### Wiring by layer

Scale: 4 px per micron. Only two layers are drawn.
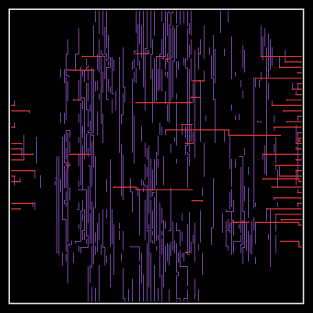
### Wire density map

Scale: 4 px per micron. 15 x 15 tiles, from dark purple (low) to yellow (high), scaled to the fullest tile. Values are wire area over tile area, all layers added.
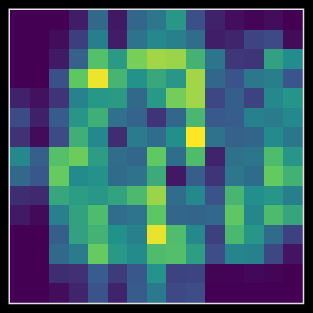
### Placement view

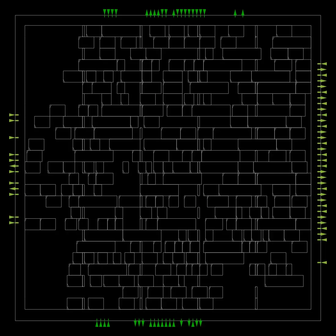
[src/rtl/alu_arbiter_if.sv]
// Requester, response and shared-ALU signals bundled between the arbiter and its environment.
interface alu_arbiter_if;
    localparam int unsigned W = 8;

    logic         req0_valid;
    logic         req1_valid;
    logic         req0_ready;
    logic         req1_ready;
    logic [1:0]   req0_op;
    logic [1:0]   req1_op;
    logic [W-1:0] req0_a;
    logic [W-1:0] req0_b;
    logic [W-1:0] req1_a;
    logic [W-1:0] req1_b;

    logic [1:0]   alu_op;
    logic [W-1:0] alu_a;
    logic [W-1:0] alu_b;
    logic [W-1:0] alu_o;
    logic         alu_c;
    logic         alu_z;

    logic         rsp0_valid;
    logic         rsp1_valid;
    logic         rsp0_ready;
    logic         rsp1_ready;
    logic [W-1:0] rsp_o;
    logic         rsp_c;
    logic         rsp_z;
    logic         busy;

    // Environment side: requesters plus the combinational ALU
    modport master (
        output req0_valid, req1_valid, req0_op, req1_op, req0_a, req0_b, req1_a, req1_b,
        output alu_o, alu_c, alu_z, rsp0_ready, rsp1_ready,
        input  req0_ready, req1_ready, alu_op, alu_a, alu_b,
        input  rsp0_valid, rsp1_valid, rsp_o, rsp_c, rsp_z, busy
    );

    // Arbiter side
    modport slave (
        input  req0_valid, req1_valid, req0_op, req1_op, req0_a, req0_b, req1_a, req1_b,
        input  alu_o, alu_c, alu_z, rsp0_ready, rsp1_ready,
        output req0_ready, req1_ready, alu_op, alu_a, alu_b,
        output rsp0_valid, rsp1_valid, rsp_o, rsp_c, rsp_z, busy
    );
endinterface

[src/rtl/alu_arbiter.sv]
// Two-requester arbiter sharing one 8-bit combinational ALU, one transaction in flight.
module alu_arbiter (
    input  logic         clk,
    input  logic         rst,
    alu_arbiter_if.slave bus
);
    localparam int unsigned W = 8;

    typedef enum logic [1:0] {IDLE, EXEC, RESP} state_t;

    state_t       state;
    state_t       state_nxt;
    logic         ptr;
    logic         gid;
    logic         gnt;
    logic         rdy0;
    logic         rdy1;
    logic         accept;
    logic         rsp_hs;
    logic [1:0]   op_q;
    logic [W-1:0] a_q;
    logic [W-1:0] b_q;
    logic [W-1:0] rsp_o_q;
    logic         rsp_c_q;
    logic         rsp_z_q;

    // Grant selection: sole requester wins, ptr breaks ties
    always_comb begin
        gnt = 1'b0;
        if (bus.req0_valid && bus.req1_valid) begin
            gnt = ptr;
        end else if (bus.req1_valid) begin
            gnt = 1'b1;
        end
    end

    // State register
    always_ff @(posedge clk or posedge rst) begin
        if (rst) begin
            state <= IDLE;
        end else begin
            state <= state_nxt;
        end
    end

    // Next state and handshake strobes; ready is masked during reset so it never leaks out
    always_comb begin
        state_nxt = state;
        rdy0      = 1'b0;
        rdy1      = 1'b0;
        rsp_hs    = 1'b0;
        case (state)
            IDLE: begin
                rdy0 = !rst && bus.req0_valid && !gnt;
                rdy1 = !rst && bus.req1_valid && gnt;
                if (rdy0 || rdy1) begin
                    state_nxt = EXEC;
                end
            end
            EXEC: begin
                state_nxt = RESP;
            end
            RESP: begin
                rsp_hs = gid ? bus.rsp1_ready : bus.rsp0_ready;
                if (rsp_hs) begin
                    state_nxt = IDLE;
                end
            end
            default: begin
                state_nxt = IDLE;
            end
        endcase
    end

    assign accept = rdy0 || rdy1;

    // Operand/grant capture on accept, result capture in EXEC, pointer update on response
    always_ff @(posedge clk or posedge rst) begin
        if (rst) begin
            ptr     <= 1'b0;
            gid     <= 1'b0;
            op_q    <= 2'b00;
            a_q     <= W'(0);
            b_q     <= W'(0);
            rsp_o_q <= W'(0);
            rsp_c_q <= 1'b0;
            rsp_z_q <= 1'b0;
        end else begin
            if (accept) begin
                gid  <= rdy1;
                op_q <= rdy1 ? bus.req1_op : bus.req0_op;
                a_q  <= rdy1 ? bus.req1_a  : bus.req0_a;
                b_q  <= rdy1 ? bus.req1_b  : bus.req0_b;
            end
            if (state == EXEC) begin
                rsp_o_q <= bus.alu_o;
                rsp_c_q <= bus.alu_c;
                rsp_z_q <= bus.alu_z;
            end
            if (rsp_hs) begin
                ptr <= !gid;
            end
        end
    end

    assign bus.req0_ready = rdy0;
    assign bus.req1_ready = rdy1;
    assign bus.alu_op     = op_q;
    assign bus.alu_a      = a_q;
    assign bus.alu_b      = b_q;
    assign bus.rsp_o      = rsp_o_q;
    assign bus.rsp_c      = rsp_c_q;
    assign bus.rsp_z      = rsp_z_q;
    assign bus.rsp0_valid = (state == RESP) && !gid;
    assign bus.rsp1_valid = (state == RESP) && gid;
    assign bus.busy       = (state != IDLE);
endmodule

[src/flat_wrapper.sv]
// flat-port wrapper written by rule: the top's interface ports become plain ports
module alu_arbiter_flat 
  (clk, rst, bus_req0_valid, bus_req1_valid, bus_req0_op, bus_req1_op, bus_req0_a, bus_req0_b, bus_req1_a, bus_req1_b, bus_alu_o, bus_alu_c, bus_alu_z, bus_rsp0_ready, bus_rsp1_ready, bus_req0_ready, bus_req1_ready, bus_alu_op, bus_alu_a, bus_alu_b, bus_rsp0_valid, bus_rsp1_valid, bus_rsp_o, bus_rsp_c, bus_rsp_z, bus_busy);
  alu_arbiter_if bus_i ();
  input  logic clk;
  input  logic rst;
  input wire logic [$bits(bus_i.req0_valid)-1:0] bus_req0_valid;
  input wire logic [$bits(bus_i.req1_valid)-1:0] bus_req1_valid;
  input wire logic [$bits(bus_i.req0_op)-1:0] bus_req0_op;
  input wire logic [$bits(bus_i.req1_op)-1:0] bus_req1_op;
  input wire logic [$bits(bus_i.req0_a)-1:0] bus_req0_a;
  input wire logic [$bits(bus_i.req0_b)-1:0] bus_req0_b;
  input wire logic [$bits(bus_i.req1_a)-1:0] bus_req1_a;
  input wire logic [$bits(bus_i.req1_b)-1:0] bus_req1_b;
  input wire logic [$bits(bus_i.alu_o)-1:0] bus_alu_o;
  input wire logic [$bits(bus_i.alu_c)-1:0] bus_alu_c;
  input wire logic [$bits(bus_i.alu_z)-1:0] bus_alu_z;
  input wire logic [$bits(bus_i.rsp0_ready)-1:0] bus_rsp0_ready;
  input wire logic [$bits(bus_i.rsp1_ready)-1:0] bus_rsp1_ready;
  output wire logic [$bits(bus_i.req0_ready)-1:0] bus_req0_ready;
  output wire logic [$bits(bus_i.req1_ready)-1:0] bus_req1_ready;
  output wire logic [$bits(bus_i.alu_op)-1:0] bus_alu_op;
  output wire logic [$bits(bus_i.alu_a)-1:0] bus_alu_a;
  output wire logic [$bits(bus_i.alu_b)-1:0] bus_alu_b;
  output wire logic [$bits(bus_i.rsp0_valid)-1:0] bus_rsp0_valid;
  output wire logic [$bits(bus_i.rsp1_valid)-1:0] bus_rsp1_valid;
  output wire logic [$bits(bus_i.rsp_o)-1:0] bus_rsp_o;
  output wire logic [$bits(bus_i.rsp_c)-1:0] bus_rsp_c;
  output wire logic [$bits(bus_i.rsp_z)-1:0] bus_rsp_z;
  output wire logic [$bits(bus_i.busy)-1:0] bus_busy;
  assign bus_i.req0_valid = bus_req0_valid;
  assign bus_i.req1_valid = bus_req1_valid;
  assign bus_i.req0_op = bus_req0_op;
  assign bus_i.req1_op = bus_req1_op;
  assign bus_i.req0_a = bus_req0_a;
  assign bus_i.req0_b = bus_req0_b;
  assign bus_i.req1_a = bus_req1_a;
  assign bus_i.req1_b = bus_req1_b;
  assign bus_i.alu_o = bus_alu_o;
  assign bus_i.alu_c = bus_alu_c;
  assign bus_i.alu_z = bus_alu_z;
  assign bus_i.rsp0_ready = bus_rsp0_ready;
  assign bus_i.rsp1_ready = bus_rsp1_ready;
  assign bus_req0_ready = bus_i.req0_ready;
  assign bus_req1_ready = bus_i.req1_ready;
  assign bus_alu_op = bus_i.alu_op;
  assign bus_alu_a = bus_i.alu_a;
  assign bus_alu_b = bus_i.alu_b;
  assign bus_rsp0_valid = bus_i.rsp0_valid;
  assign bus_rsp1_valid = bus_i.rsp1_valid;
  assign bus_rsp_o = bus_i.rsp_o;
  assign bus_rsp_c = bus_i.rsp_c;
  assign bus_rsp_z = bus_i.rsp_z;
  assign bus_busy = bus_i.busy;
  alu_arbiter u_core (.clk(clk), .rst(rst), .bus(bus_i));
endmodule
[config.mk]
export PLATFORM = sky130hd
export DESIGN_NAME = alu_arbiter_flat
export DESIGN_NICKNAME = d
export VERILOG_FILES = /design/src/rtl/alu_arbiter_if.sv /design/src/rtl/alu_arbiter.sv /design/src/flat_wrapper.sv
export SDC_FILE = /design/constraint.sdc
export NUM_CORES = 1
export LEC_CHECK = 0
export CAP_MARGIN = 20
export CORE_MARGIN = 2
export CORE_UTILIZATION = 35
export CTS_BUF_LIST = sky130_fd_sc_hd__clkbuf_8
export CTS_CLUSTER_SIZE = 20
export DETAILED_ROUTE_END_ITERATION = 16
export GPL_TIMING_DRIVEN = 0
export PLACE_DENSITY = 0.69
export SYNTH_ARGS = -nofsm -noshare
export SYNTH_HDL_FRONTEND = slang
export SYNTH_SLANG_ARGS = --single-unit
[constraint.sdc]
create_clock -name clk -period 2.6 [get_ports clk]
set_input_delay 0.52 -clock clk [delete_from_list [all_inputs] [get_ports clk]]
set_output_delay 0.52 -clock clk [all_outputs]
set_load 0.01 [all_outputs]
==> flow_metrics.tcl <==
# flow metrics
set metrics [dict create \
    status "finished clean" \
    crit_type "primary input to output port" \
    end_kind "output port" \
    min_to "u_core.bus.rsp_c" \
    synth_warnings 0 \
    ios 85 \
    wl_met2_microns 2390 \
    routed-wl-met3_microns 296 \
    p_leak_uw 0.00106 \
    fin_nets 301 \
    antenna_cells 0 \
    postSynthSeqShare 0.478 \
    synthToLayoutAreaGrowth_pct 62.4 \
    setup_viol_count_final 0 \
    clockBufferDepth 2 \
    ys_types 27 \
    use_met1 0.248 \
    largestClassByArea "non-clock buffers" \
    slowest_stage "clkdlybuf4s50_1" \
    hold_path_class "flop to flop" \
    power_per_cell_area_mw_per_mm2 989 \
    cpLargestDelayFamily "buffers and inverters" \
    ys.flops 32 \
    yosys_cells 157 \
    comb_share 0.274 \
    avgSynthCellArea_sq_um 10.7 \
    startpoint_type "primary input" \
    postCtsHoldBufs 0 \
    cpPeakStageDelay_ns 0.45 \
    period_used_share 0.956 \
    ys_top_cells_by_area "dfrtp_1 48%, a31oi_1 7.1%, mux2_2 6.7%, nand4_1 6.7%, o31ai_2 6.7%" \
    synth_top_area_share 0.478 \
    syn_area_sq_mm 0.00167 \
    xor_area_frac 0 \
    seq_area_sq_um 801 \
    top_area_cell "dfrtp_1" \
    logic_gates 103 \
    antenna_found_initial 0 \
    cp_cell_sequence "clkdlybuf4s50_1 > or3_1 > buf_6 > nor3_1 > dlygate4sd2_1" \
    relSlewSlack 0.588 \
    cts.sinks 32 \
    common_cells "32 x dfrtp_1, 20 x a21oi_1, 19 x a31oi_1" \
    timing.critical_path.to "bus_req1_ready" \
    cts-buffers-inserted 5 \
    n_all_buffers 103 \
    slew_viol_final 0 \
    use_met2 0.300 \
    fmax_mhz 402 \
    grt_pass1_vias 1624 \
    dieArea_sq_mm 0.00535 \
    drtPass1Iterations 4 \
    final-hold-violation-count 0 \
    ant_nets 0 \
    cts_tree "yes" \
    postCtsSetupBuffers 0 \
    tap_cells 54 \
    layout-drive-gt1-share 0.185 \
    combGateArea_sq_um 744 \
    grtUsageMet3 0.0456 \
    portBuffers 84 \
    aoi_share 0.260 \
    hp-start "u_core.bus.rsp_c" \
    highest-signal-layer "met4" \
    met1_length_microns 2260 \
    final_cell_mix "82 x clkdlybuf4s50_1, 32 x dfrtp_1, 20 x a21oi_1, 19 x a31oi_1, 18 x nand4_1" \
    ys_sh_simple 0.114 \
    vdd_drop_max_mv 0.335 \
    coreArea_sq_mm 0.00466 \
    crit_path_max_fanout 10 \
]
Notes on 'Wiring by layer' above:
| color | layer | wire length |
|---|---|---|
| purple | metal 2 | 2390 microns |
| red | metal 3 | 297 microns |
Post-Route WL: 5010 microns
vias: 1709
total track usage: 0.188

Notes on 'Wire density map' above:
nearly empty tiles: 12%
mean over tiles: 0.15
densest ninth of the die: north
tiles over half the peak: 28%
DR WL/cell: 16.5 microns

Notes on 'Placement view' above:
fin util: 0.583
FILL cells: 399
Seq area share: 0.295
flop count: 32

report_power, final:
group	internal (uW)	leakage, uW	switching (uW)
clock	236	0.0000503	180
sequential	742	0.000361	157
combinational	772	0.000649	602
sequential cells by signal, summed over array words and instances, names as in the netlist:
signal,flops
u_core.ptr,1
u_core.gid,1
u_core.bus.rsp_o,8
u_core.bus.alu_a,8
u_core.bus.alu_op,2
u_core.bus.rsp_z,1
u_core.bus.alu_b,8
u_core.state,2
u_core.bus.rsp_c,1
metrics by stage:
stage | total power, uW | hold WS, ns | instances | cell area, sq um
final | 2690 | 0.504 | 303 | 2720
after global placement | 2250 | 0.485 | 295 | 2580
after global routing | 2840 | 0.513 | 303 | 2720
after detailed placement | 2280 | 0.492 | 296 | 2610
after CTS | 2700 | 0.506 | 303 | 2720
after floorplan | 1560 | 0.515 | 157 | 1670
No activity file was given, so power comes from the tool's default toggle rates.
